--- config.mk ---
export PLATFORM = sky130hd
export DESIGN_NAME = id_ex_operand_stage_flat
export DESIGN_NICKNAME = d
export VERILOG_FILES = /design/src/rtl/id_ex_operand_stage_if.sv /design/src/rtl/id_ex_operand_stage.sv /design/src/flat_wrapper.sv
export SDC_FILE = /design/constraint.sdc
export NUM_CORES = 1
export LEC_CHECK = 0
export CORE_UTILIZATION = 44
export DETAILED_ROUTE_END_ITERATION = 12
export GPL_TIMING_DRIVEN = 0
export PLACE_DENSITY_LB_ADDON = 0.12
export SYNTH_ARGS = -nofsm -noshare
export SYNTH_HDL_FRONTEND = slang
export SYNTH_SLANG_ARGS = --single-unit
--- constraint.sdc ---
create_clock -name clk -period 6.6 [get_ports clk]
set_input_delay 0.99 -clock clk [delete_from_list [all_inputs] [get_ports clk]]
set_output_delay 0.99 -clock clk [all_outputs]
set_load 0.02 [all_outputs]
--- src/rtl/id_ex_operand_stage_if.sv ---
// Bus bundle between the decode stage / forwarding sources and the
// ID/EX operand stage, plus the ALU-facing outputs of that stage.
interface id_ex_operand_stage_if #(
   parameter int DATA_W = 32,
   parameter int REG_AW = 5,
   parameter int OP_W   = 3
);
   // decode slot
   logic              id_valid;
   logic [REG_AW-1:0] id_rs;
   logic [REG_AW-1:0] id_rt;
   logic [DATA_W-1:0] id_rs_data;
   logic [DATA_W-1:0] id_rt_data;
   logic [DATA_W-1:0] id_imm;
   logic [REG_AW-1:0] id_rd;
   logic [OP_W-1:0]   id_aluop;
   logic              id_alusrc;
   logic              id_regwrite;
   logic              id_memread;
   logic              id_memwrite;
   logic              flush;
   // forwarding sources
   logic              exmem_regwrite;
   logic [REG_AW-1:0] exmem_rd;
   logic [DATA_W-1:0] exmem_result;
   logic              memwb_regwrite;
   logic [REG_AW-1:0] memwb_rd;
   logic [DATA_W-1:0] memwb_data;
   // EX-side outputs
   logic [DATA_W-1:0] read_data1;
   logic [DATA_W-1:0] read_data2;
   logic [OP_W-1:0]   aluop;
   logic [DATA_W-1:0] ex_store_data;
   logic              ex_valid;
   logic [REG_AW-1:0] ex_rd;
   logic              ex_regwrite;
   logic              ex_memread;
   logic              ex_memwrite;
   logic              stall;

   // decode / forwarding driver side
   modport master (
      output id_valid, id_rs, id_rt, id_rs_data, id_rt_data, id_imm, id_rd,
             id_aluop, id_alusrc, id_regwrite, id_memread, id_memwrite, flush,
             exmem_regwrite, exmem_rd, exmem_result,
             memwb_regwrite, memwb_rd, memwb_data,
      input  read_data1, read_data2, aluop, ex_store_data, ex_valid, ex_rd,
             ex_regwrite, ex_memread, ex_memwrite, stall
   );

   // operand stage side
   modport slave (
      input  id_valid, id_rs, id_rt, id_rs_data, id_rt_data, id_imm, id_rd,
             id_aluop, id_alusrc, id_regwrite, id_memread, id_memwrite, flush,
             exmem_regwrite, exmem_rd, exmem_result,
             memwb_regwrite, memwb_rd, memwb_data,
      output read_data1, read_data2, aluop, ex_store_data, ex_valid, ex_rd,
             ex_regwrite, ex_memread, ex_memwrite, stall
   );
endinterface

--- src/rtl/id_ex_operand_stage.sv ---
// ID/EX pipeline register with EX/MEM and MEM/WB operand forwarding and
// load-use hazard detection. Feeds the ALU operands and opcode directly.
module id_ex_operand_stage #(
   parameter int DATA_W = 32,
   parameter int REG_AW = 5,
   parameter int OP_W   = 3,
   parameter bit FWD_EN = 1'b1
) (
   input logic                  clk,
   input logic                  rst_n,
   id_ex_operand_stage_if.slave bus
);

   // EX-stage registers (a cleared register set is a bubble)
   logic              vld_p1;
   logic [REG_AW-1:0] rs_p1;
   logic [REG_AW-1:0] rt_p1;
   logic [DATA_W-1:0] rs_data_p1;
   logic [DATA_W-1:0] rt_data_p1;
   logic [DATA_W-1:0] imm_p1;
   logic [REG_AW-1:0] rd_p1;
   logic [OP_W-1:0]   aluop_p1;
   logic              alusrc_p1;
   logic              regwrite_p1;
   logic              memread_p1;
   logic              memwrite_p1;

   logic              stall;
   logic [DATA_W-1:0] fwd_a;
   logic [DATA_W-1:0] fwd_b;

   // Newest producer wins: EX/MEM before MEM/WB. Register 0 is hard-wired
   // to zero, so it is never a forwarding target.
   function automatic logic [DATA_W-1:0] fwd_operand(
      input logic [REG_AW-1:0] src,
      input logic [DATA_W-1:0] reg_data,
      input logic              em_we,
      input logic [REG_AW-1:0] em_rd,
      input logic [DATA_W-1:0] em_data,
      input logic              mw_we,
      input logic [REG_AW-1:0] mw_rd,
      input logic [DATA_W-1:0] mw_data
   );
      if (em_we && (em_rd != '0) && (em_rd == src))
         return em_data;
      else if (mw_we && (mw_rd != '0) && (mw_rd == src))
         return mw_data;
      else
         return reg_data;
   endfunction

   // Load-use hazard: the load in EX cannot supply its data until MEM/WB,
   // so a dependent instruction in decode must wait one cycle. A flush
   // kills the dependent instruction anyway, so no stall is needed.
   always_comb begin
      stall = vld_p1 && memread_p1 && (rd_p1 != '0) && bus.id_valid &&
              ((bus.id_rs == rd_p1) || (bus.id_rt == rd_p1)) && !bus.flush;
   end

   // ---- ID -> EX boundary ----
   // Flush and stall both insert a bubble; otherwise capture the decode slot.
   always_ff @(posedge clk or negedge rst_n) begin
      if (!rst_n) begin
         vld_p1      <= 1'b0;
         rs_p1       <= '0;
         rt_p1       <= '0;
         rs_data_p1  <= '0;
         rt_data_p1  <= '0;
         imm_p1      <= '0;
         rd_p1       <= '0;
         aluop_p1    <= '0;
         alusrc_p1   <= 1'b0;
         regwrite_p1 <= 1'b0;
         memread_p1  <= 1'b0;
         memwrite_p1 <= 1'b0;
      end else if (bus.flush || stall) begin
         vld_p1      <= 1'b0;
         rs_p1       <= '0;
         rt_p1       <= '0;
         rs_data_p1  <= '0;
         rt_data_p1  <= '0;
         imm_p1      <= '0;
         rd_p1       <= '0;
         aluop_p1    <= '0;
         alusrc_p1   <= 1'b0;
         regwrite_p1 <= 1'b0;
         memread_p1  <= 1'b0;
         memwrite_p1 <= 1'b0;
      end else begin
         vld_p1      <= bus.id_valid;
         rs_p1       <= bus.id_rs;
         rt_p1       <= bus.id_rt;
         rs_data_p1  <= bus.id_rs_data;
         rt_data_p1  <= bus.id_rt_data;
         imm_p1      <= bus.id_imm;
         rd_p1       <= bus.id_rd;
         aluop_p1    <= bus.id_aluop;
         alusrc_p1   <= bus.id_alusrc;
         regwrite_p1 <= bus.id_regwrite;
         memread_p1  <= bus.id_memread;
         memwrite_p1 <= bus.id_memwrite;
      end
   end

   // Operand selection from the registered sources, bypassed when
   // forwarding is disabled.
   always_comb begin
      fwd_a = rs_data_p1;
      fwd_b = rt_data_p1;
      if (FWD_EN) begin
         fwd_a = fwd_operand(rs_p1, rs_data_p1,
                             bus.exmem_regwrite, bus.exmem_rd, bus.exmem_result,
                             bus.memwb_regwrite, bus.memwb_rd, bus.memwb_data);
         fwd_b = fwd_operand(rt_p1, rt_data_p1,
                             bus.exmem_regwrite, bus.exmem_rd, bus.exmem_result,
                             bus.memwb_regwrite, bus.memwb_rd, bus.memwb_data);
      end
   end

   assign bus.read_data1    = fwd_a;
   assign bus.read_data2    = alusrc_p1 ? imm_p1 : fwd_b;
   assign bus.ex_store_data = fwd_b;
   assign bus.aluop         = aluop_p1;
   assign bus.ex_valid      = vld_p1;
   assign bus.ex_rd         = rd_p1;
   assign bus.ex_regwrite   = regwrite_p1;
   assign bus.ex_memread    = memread_p1;
   assign bus.ex_memwrite   = memwrite_p1;
   assign bus.stall         = stall;

endmodule

--- src/flat_wrapper.sv ---
// flat-port wrapper written by rule: the top's interface ports become plain ports
module id_ex_operand_stage_flat 
#(
   parameter int DATA_W = 32,
   parameter int REG_AW = 5,
   parameter int OP_W   = 3,
   parameter bit FWD_EN = 1'b1
)
  (clk, rst_n, bus_id_valid, bus_id_rs, bus_id_rt, bus_id_rs_data, bus_id_rt_data, bus_id_imm, bus_id_rd, bus_id_aluop, bus_id_alusrc, bus_id_regwrite, bus_id_memread, bus_id_memwrite, bus_flush, bus_exmem_regwrite, bus_exmem_rd, bus_exmem_result, bus_memwb_regwrite, bus_memwb_rd, bus_memwb_data, bus_read_data1, bus_read_data2, bus_aluop, bus_ex_store_data, bus_ex_valid, bus_ex_rd, bus_ex_regwrite, bus_ex_memread, bus_ex_memwrite, bus_stall);
  id_ex_operand_stage_if #(.DATA_W(DATA_W), .REG_AW(REG_AW), .OP_W(OP_W)) bus_i ();
  input logic clk;
  input logic rst_n;
  input wire logic [$bits(bus_i.id_valid)-1:0] bus_id_valid;
  input wire logic [$bits(bus_i.id_rs)-1:0] bus_id_rs;
  input wire logic [$bits(bus_i.id_rt)-1:0] bus_id_rt;
  input wire logic [$bits(bus_i.id_rs_data)-1:0] bus_id_rs_data;
  input wire logic [$bits(bus_i.id_rt_data)-1:0] bus_id_rt_data;
  input wire logic [$bits(bus_i.id_imm)-1:0] bus_id_imm;
  input wire logic [$bits(bus_i.id_rd)-1:0] bus_id_rd;
  input wire logic [$bits(bus_i.id_aluop)-1:0] bus_id_aluop;
  input wire logic [$bits(bus_i.id_alusrc)-1:0] bus_id_alusrc;
  input wire logic [$bits(bus_i.id_regwrite)-1:0] bus_id_regwrite;
  input wire logic [$bits(bus_i.id_memread)-1:0] bus_id_memread;
  input wire logic [$bits(bus_i.id_memwrite)-1:0] bus_id_memwrite;
  input wire logic [$bits(bus_i.flush)-1:0] bus_flush;
  input wire logic [$bits(bus_i.exmem_regwrite)-1:0] bus_exmem_regwrite;
  input wire logic [$bits(bus_i.exmem_rd)-1:0] bus_exmem_rd;
  input wire logic [$bits(bus_i.exmem_result)-1:0] bus_exmem_result;
  input wire logic [$bits(bus_i.memwb_regwrite)-1:0] bus_memwb_regwrite;
  input wire logic [$bits(bus_i.memwb_rd)-1:0] bus_memwb_rd;
  input wire logic [$bits(bus_i.memwb_data)-1:0] bus_memwb_data;
  output wire logic [$bits(bus_i.read_data1)-1:0] bus_read_data1;
  output wire logic [$bits(bus_i.read_data2)-1:0] bus_read_data2;
  output wire logic [$bits(bus_i.aluop)-1:0] bus_aluop;
  output wire logic [$bits(bus_i.ex_store_data)-1:0] bus_ex_store_data;
  output wire logic [$bits(bus_i.ex_valid)-1:0] bus_ex_valid;
  output wire logic [$bits(bus_i.ex_rd)-1:0] bus_ex_rd;
  output wire logic [$bits(bus_i.ex_regwrite)-1:0] bus_ex_regwrite;
  output wire logic [$bits(bus_i.ex_memread)-1:0] bus_ex_memread;
  output wire logic [$bits(bus_i.ex_memwrite)-1:0] bus_ex_memwrite;
  output wire logic [$bits(bus_i.stall)-1:0] bus_stall;
  assign bus_i.id_valid = bus_id_valid;
  assign bus_i.id_rs = bus_id_rs;
  assign bus_i.id_rt = bus_id_rt;
  assign bus_i.id_rs_data = bus_id_rs_data;
  assign bus_i.id_rt_data = bus_id_rt_data;
  assign bus_i.id_imm = bus_id_imm;
  assign bus_i.id_rd = bus_id_rd;
  assign bus_i.id_aluop = bus_id_aluop;
  assign bus_i.id_alusrc = bus_id_alusrc;
  assign bus_i.id_regwrite = bus_id_regwrite;
  assign bus_i.id_memread = bus_id_memread;
  assign bus_i.id_memwrite = bus_id_memwrite;
  assign bus_i.flush = bus_flush;
  assign bus_i.exmem_regwrite = bus_exmem_regwrite;
  assign bus_i.exmem_rd = bus_exmem_rd;
  assign bus_i.exmem_result = bus_exmem_result;
  assign bus_i.memwb_regwrite = bus_memwb_regwrite;
  assign bus_i.memwb_rd = bus_memwb_rd;
  assign bus_i.memwb_data = bus_memwb_data;
  assign bus_read_data1 = bus_i.read_data1;
  assign bus_read_data2 = bus_i.read_data2;
  assign bus_aluop = bus_i.aluop;
  assign bus_ex_store_data = bus_i.ex_store_data;
  assign bus_ex_valid = bus_i.ex_valid;
  assign bus_ex_rd = bus_i.ex_rd;
  assign bus_ex_regwrite = bus_i.ex_regwrite;
  assign bus_ex_memread = bus_i.ex_memread;
  assign bus_ex_memwrite = bus_i.ex_memwrite;
  assign bus_stall = bus_i.stall;
  id_ex_operand_stage #(.DATA_W(DATA_W), .REG_AW(REG_AW), .OP_W(OP_W), .FWD_EN(FWD_EN)) u_core (.clk(clk), .rst_n(rst_n), .bus(bus_i));
endmodule
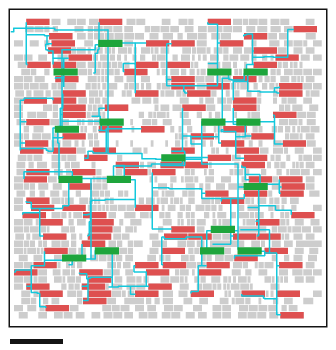
**Above:** run 1 (clock distribution).
Bar = 20 um.
- flip-flops: red (count 119)
- clock wires: cyan (length 1610 um)
- clock-net drivers: green (count 17)
- routed clock nets: 18
- flops lie: spread over the die

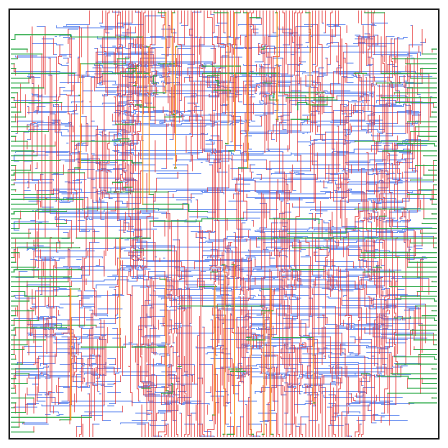
**Above:** run 1 (wiring by layer).
- M2: red (wire length 11600 um)
- M4: orange (wire length 737 um)
- M1: blue (wire length 8500 um)
- M3: green (wire length 1770 um)
total number of vias: 6158
All-Layer GR Usage: 32.2%
routed len/inst: 19.8 um
WL final: 22.6 mm

==> flow_summary.yaml, run 1 <==
# implementation run metrics
outcome:
  status: "completed"
clock_tree:
  cts_buffer_depth: 2
  cts_tree: "yes"
  cts_sinks: 119
  clk_latency_ns: 0.41
  htree_levels: 4
  cts_setup_buffers: 0
  cts.clk_slew.worst_paths_ns: 0.05
  ctsRootBufferMaster: "clkbuf_16"
  cts-buffers-inserted: 17
synth:
  synth_cell_types: 32
  synth_warnings: 0
  ff_type: "dfrtp_1"
  synth.cell_area_um2: 6140
  simple_gate_share_pct: 22.6
  aoi_share_pct: 9.86
  topCellsByArea: "dfrtp_1 49%, and2_1 12%, mux2i_1 5.2%, mux2_2 4.8%, xnor2_1 3.7%"
  synthCells: 630
  synth_top_area_share_pct: 48.5
  yosys.area.top_type: "dfrtp_1"
  synth.avg_cell_area_um2: 9.75
  ys_top_logic_family: "simple AND/OR/NAND/NOR gates"
  async_flop_share_pct: 100
  postSynthSeqShare_pct: 48.5
  synth_flops: 119
  yosysCellCount: 630
  edf_count: 0
  yosys_area_um2: 6140
power:
  p_leak_nw: 4.14
  finalPower_mw: 2.18
  peakVddDrop_v: 0.000171
  powerDensity_nw_per_um2: 217
drt:
  drc: 0
  avgViaCountPerCell: 5.38
  wl_met1_mm: 8.50
  ant_nets: 0
  drt_pre_antenna_iters: 7
  dr_wl_met2_mm: 11.6
sta:
  fin_hold_ws_ns: 0.412
  tns_ns: 0
  finalHoldViolCount: 0
  setup_ws_ns: 1.24
  grt_setup_unrepaired: "no"
  drv_slew: 0
  worst_slew_pin_slew_ns: 0.719
  fin_crit_ns: 5.36
  fmax_mhz: 187
  finClkSkew_ns: 0.00571
  slew-limit-headroom_pct: 51.6
hold_path:
  hp-class: "in -> async"
layout:
  logic_area_um2: 2870
  antenna_cells: 0
  design_area_um2: 10000
  fin_util_pct: 74.8
  final_cell_mix: "305 x clkdlybuf4s50_1, 119 x and2_1, 119 x dfrtp_1"
  final_cell_count_no_fill: 1144
  fin_nets: 1154
  drive_above_1_share_pct: 7.64
  regArea_um2: 2980
  syn_to_final_growth_pct: 63.3
setup_path:
  crit_type: "in -> out"
  reg2reg_to: "u_core.imm_p1[20]"
  critPathMaxStageDelay_ns: 0.63
  cp.depth: 8
  reg2reg_depth: 7
  critPathCapture: "bus_read_data2[1]"
  critPathCaptureType: "output port"
  critPathTopFamily: "buffers and inverters"
  worst-path-max-fanout: 10
  cpMaxStageDelayCell: "or4_1"
  arrival_ns: 4.37
  r2r-start: "u_core.bus.ex_rd[2]"
  crit_required_ns: 5.61
  path_cells: "clkdlybuf4s50_1, or4_1, o211ai_2, clkbuf_1, o21ai_0, a31oi_1, mux2_2, clkdlybuf4s50_1"
  crit_path_frequent_cell: "clkdlybuf4s50_1"
  worst-r2r-setup-slack_ns: 4.36
  startpoint: "bus_memwb_rd[0]"
floorplanning:
  die_h_um: 120
  initCoreUtil_pct: 45.8
  row_count: 42
  die-area_um2: 14400
  die_w_um: 120
  core_um2: 13400
  num_io_pins: 307
global_route:
  grt_max_degree: 103
  grtUsageMet2_pct: 56.6
  grt-busiest-layer: "met2"
  grt_pass1_vias: 6551
placed_design:
  place_inst: 1113
  place_congestion: 0.887
  dp_hpwl_mm: 17.3
  portBuffers: 306
job:
  warnings: 28
  drv_cap: 0
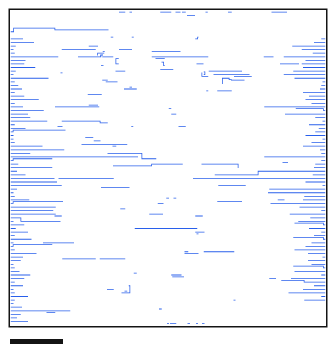
**Above:** run 1 (M3 wires).
Bar = 20 um.
- nets with wire on the layer: 216
- main direction: horizontal
- wire length on this layer: 1770 um
met3 Track Usage GR: 8.65%

## run 1: layout make-up
class	instances	share of cell area, %
Buffer	46	1.95
Clock buffer	22	4.73
Clock inverter	9	0.998
Inverter	26	0.973
Multi-Input combinational cell	439	28.6
Sequential cell	119	29.7
Tap cell	176	2.20
Timing Repair Buffer	307	30.8
## run 1: report_power, final
group	total (mW)	switching [mW]	internal (mW)
registers	0.782	0.0148	0.768
logic	0.491	0.231	0.261
clock network	0.903	0.323	0.579
total	2.18	0.569	1.61
## run 1: Yosys cell counts, types with 7 or more instances
cell type / number
buf_2: 7
nand2_1: 9
or3_1: 26
nor2_1: 49
inv_1: 26
a21oi_1: 34
dfrtp_1: 119
mux2_2: 26
clkbuf_1: 30
nor3_1: 27
and2_1: 119
o21ai_0: 27
xnor2_1: 26
mux2i_1: 32
a31oi_1: 26
**Run 1: layout detail**

Window x 40 to 80, y 16 to 56 um. Cells in grey, sequential cells in the stronger grey; small squares are vias.
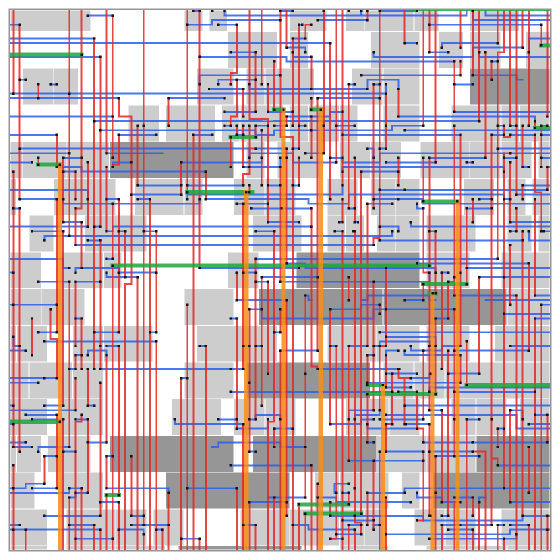

==> run 2: changes to the inputs <==
--- a/config.mk
+++ b/config.mk
@@ -5,7 +5,7 @@
 export SDC_FILE = /design/constraint.sdc
 export NUM_CORES = 1
 export LEC_CHECK = 0
-export CORE_UTILIZATION = 44
+export CORE_UTILIZATION = 41
 export DETAILED_ROUTE_END_ITERATION = 12
 export GPL_TIMING_DRIVEN = 0
 export PLACE_DENSITY_LB_ADDON = 0.12
==> constraint.sdc (replaced) <==
create_clock -name clk -period 5.57 [get_ports clk]
set_input_delay 0.8355 -clock clk [delete_from_list [all_inputs] [get_ports clk]]
set_output_delay 0.8355 -clock clk [all_outputs]
set_load 0.02 [all_outputs]
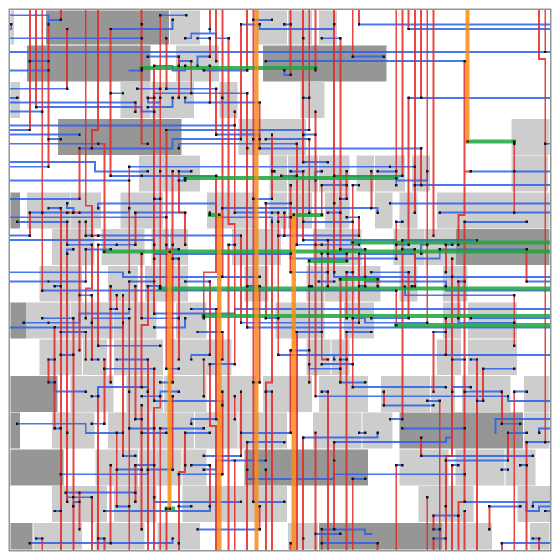
**Above:** run 2 (layout detail).
Window x 42 to 82, y 17 to 57 um. Cells in grey, sequential cells in the stronger grey; small squares are vias.
- M2: red
- M1: blue
- M3: green
- M4: orange
- most frequent: clkdlybuf4s50_1 (17), xnor2_1 (16), dfrtp_1 (8)
- sequential cells in the window: 8
- cells with their middle in the window: 105
- netlist names of flops here include: `u_core.imm_p1` (3), `u_core.rs_data_p1` (3), `u_core.rt_data_p1` (2)

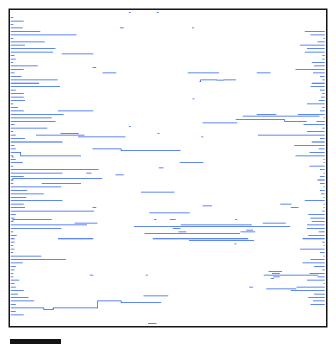
**Above:** run 2 (M3 wires).
Bar = 20 um.
- wire length on this layer: 1690 um
- longest straight run: 61.2 um
- main direction: horizontal
- nets with wire on the layer: 201
- share of all routed wire: 7.8%
met3 Track Usage GR: 7.90%
total number of vias: 5847

==> flow_summary.yaml, run 2 <==
# implementation run metrics
setup_path:
  cp.depth: 8
  critPathCaptureType: "output port"
  r2r-start: "u_core.bus.ex_rd[4]"
  cp-start-kind: "primary input"
  worst-path-max-fanout: 10
  crit_required_ns: 4.73
  arrival_ns: 4.17
  reg2reg_depth: 7
  worst-r2r-setup-slack_ns: 3.32
  cpMaxStageDelayCell: "xnor2_1"
  crit_type: "in -> out"
  startpoint: "bus_memwb_rd[4]"
  critPathMaxStageDelay_ns: 0.61
  reg2reg_to: "u_core.rt_p1[3]"
  crit_path_frequent_cell: "clkdlybuf4s50_1"
  critPathTopFamily: "buffers and inverters"
  path_buffers: 3
  path_cells: "clkdlybuf4s50_1, xnor2_1, o211ai_2, clkbuf_1, or3_1, a31oi_1, mux2_2, clkdlybuf4s50_1"
  critPathCapture: "bus_read_data2[1]"
clock_tree:
  cts_tree: "yes"
  htree_levels: 4
  clk_latency_ns: 0.41
  cts-buffers-inserted: 17
  ctsHoldBuffers: 0
  cts_setup_buffers: 0
  cts_resized: 0
  cts.clk_slew.worst_paths_ns: 0.05
  cts_buffer_depth: 2
  ctsRootBufferMaster: "clkbuf_16"
  cts_sinks: 119
synth:
  synth_cell_types: 32
  postSynthSeqShare_pct: 48.5
  synth_warnings: 0
  topCellsByArea: "dfrtp_1 49%, and2_1 12%, mux2i_1 5.2%, mux2_2 4.8%, xnor2_1 3.7%"
  ff_type: "dfrtp_1"
  yosys-top-cells-count: "119 x and2_1, 119 x dfrtp_1, 49 x nor2_1"
  synthCells: 630
  synth_flops: 119
  yosysCellCount: 630
  edf_count: 0
  synth_top_area_share_pct: 48.5
  synth.avg_cell_area_um2: 9.75
  async_flop_share_pct: 100
  yosys.area.top_type: "dfrtp_1"
  yosys_area_um2: 6140
  synthesis.nets: 828
  synth.cell_area_um2: 6140
sta:
  worst_slew_pin_slew_ns: 0.803
  fin_hold_ws_ns: 0.332
  finClkSkew_ns: 0.00760
  drv_slew: 0
  fmax_mhz: 200
  finalHoldViolCount: 0
  slew-limit-headroom_pct: 46.0
  tns_ns: 0
  setup_ws_ns: 0.565
  fin_crit_ns: 5.00
  grt_setup_unrepaired: "no"
  fin_crit_sh_pct: 89.8
  setup_viol_count_final: 0
drt:
  avgViaCountPerCell: 5.07
  drt-initial-drc-count: 284
  dr_wl_met2_mm: 10.5
  drt_pre_antenna_iters: 6
  wl_mm: 21.6
  drc: 0
  wire_per_inst_um: 18.7
  wl_met1_mm: 8.84
  highest_layer: "met4"
  ant_nets: 0
  routed-wl-met3_mm: 1.69
power:
  combPwrFrac_pct: 22.2
  p_sw_share_pct: 25.7
  finalPower_mw: 2.59
  clockPowerShare_pct: 42.1
  p_comb_uw: 576
  clk-power_mw: 1.09
  p_seq_uw: 925
  p_seq_share_pct: 35.7
  powerDensity_nw_per_um2: 258
  peakVddDrop_v: 0.000191
  p_switching_uw: 666
  p_leak_nw: 4.15
  power.internal_mw: 1.93
  power_leader: "the clock network"
global_route:
  grt_pass1_wl_mm: 33.7
  met1_usage_pct: 34.6
  grt_pass1_vias: 6057
  antenna_found_initial: 1
  grt-busiest-layer: "met2"
  grtUsageMet2_pct: 48.3
  grt_usage_pct: 28.6
  grt_max_degree: 83
  grt-ovfl-total: 0
hold_path:
  hp-class: "in -> async"
layout:
  final_cell_count_no_fill: 1154
  fin_nets: 1154
  syn_to_final_growth_pct: 63.6
  layout_top_cell: "clkdlybuf4s50_1"
  fin_util_pct: 68.9
  drive_above_1_share_pct: 7.53
  largestRegisters: "u_core.imm_p1: 32 flops, u_core.rs_data_p1: 32 flops, u_core.rt_data_p1: 32 flops"
  final_cell_mix: "305 x clkdlybuf4s50_1, 119 x and2_1, 119 x dfrtp_1"
  design_area_um2: 10000
floorplanning:
  initCoreUtil_pct: 42.1
  core_um2: 14600
  die-area_um2: 15500
  row_count: 44
  die_h_um: 124
  die_w_um: 124
  num_io_pins: 307
placed_design:
  place_congestion: 0.862
  dp_hpwl_mm: 16.3
  placed_area_um2: 9460
  dpl_worst_slack_ns: 0.586
  place_inst: 1121
  portBuffers: 306
job:
  drv_cap: 0
  warnings: 26
outcome:
  status: "completed"
==> run 2: cell counts after synthesis <==
No cell type changed its count.
==> run 2: final cells by class <==
cell class                      count  area (um^2)
Antenna cell                        1         2.50
Clock inverter                     10          128
Clock buffer                       22          454
Timing Repair Buffer              307         3090
Sequential cell                   119         2980
Buffer                             46          195
Inverter                           26         97.6
Fill cell                        1181         4540
Multi-Input combinational cell    439         2870
Tap cell                          184          230
==> run 2: logic make-up (layout without fill, tap and decap cells) <==
logic type             count (synthesis)  after routing  share of synthesized area (%)
XOR/XNOR                              30             30                           4.28
flip-flops                           119            119                           48.5
other                                  0              1                              0
AND-OR/OR-AND                        102            102                           9.86
multiplexers                          58             58                           9.99
buffers and inverters                 72            411                           4.77
AND/OR/NAND/NOR                      249            249                           22.6
No activity file was given, so power comes from the tool's default toggle rates.
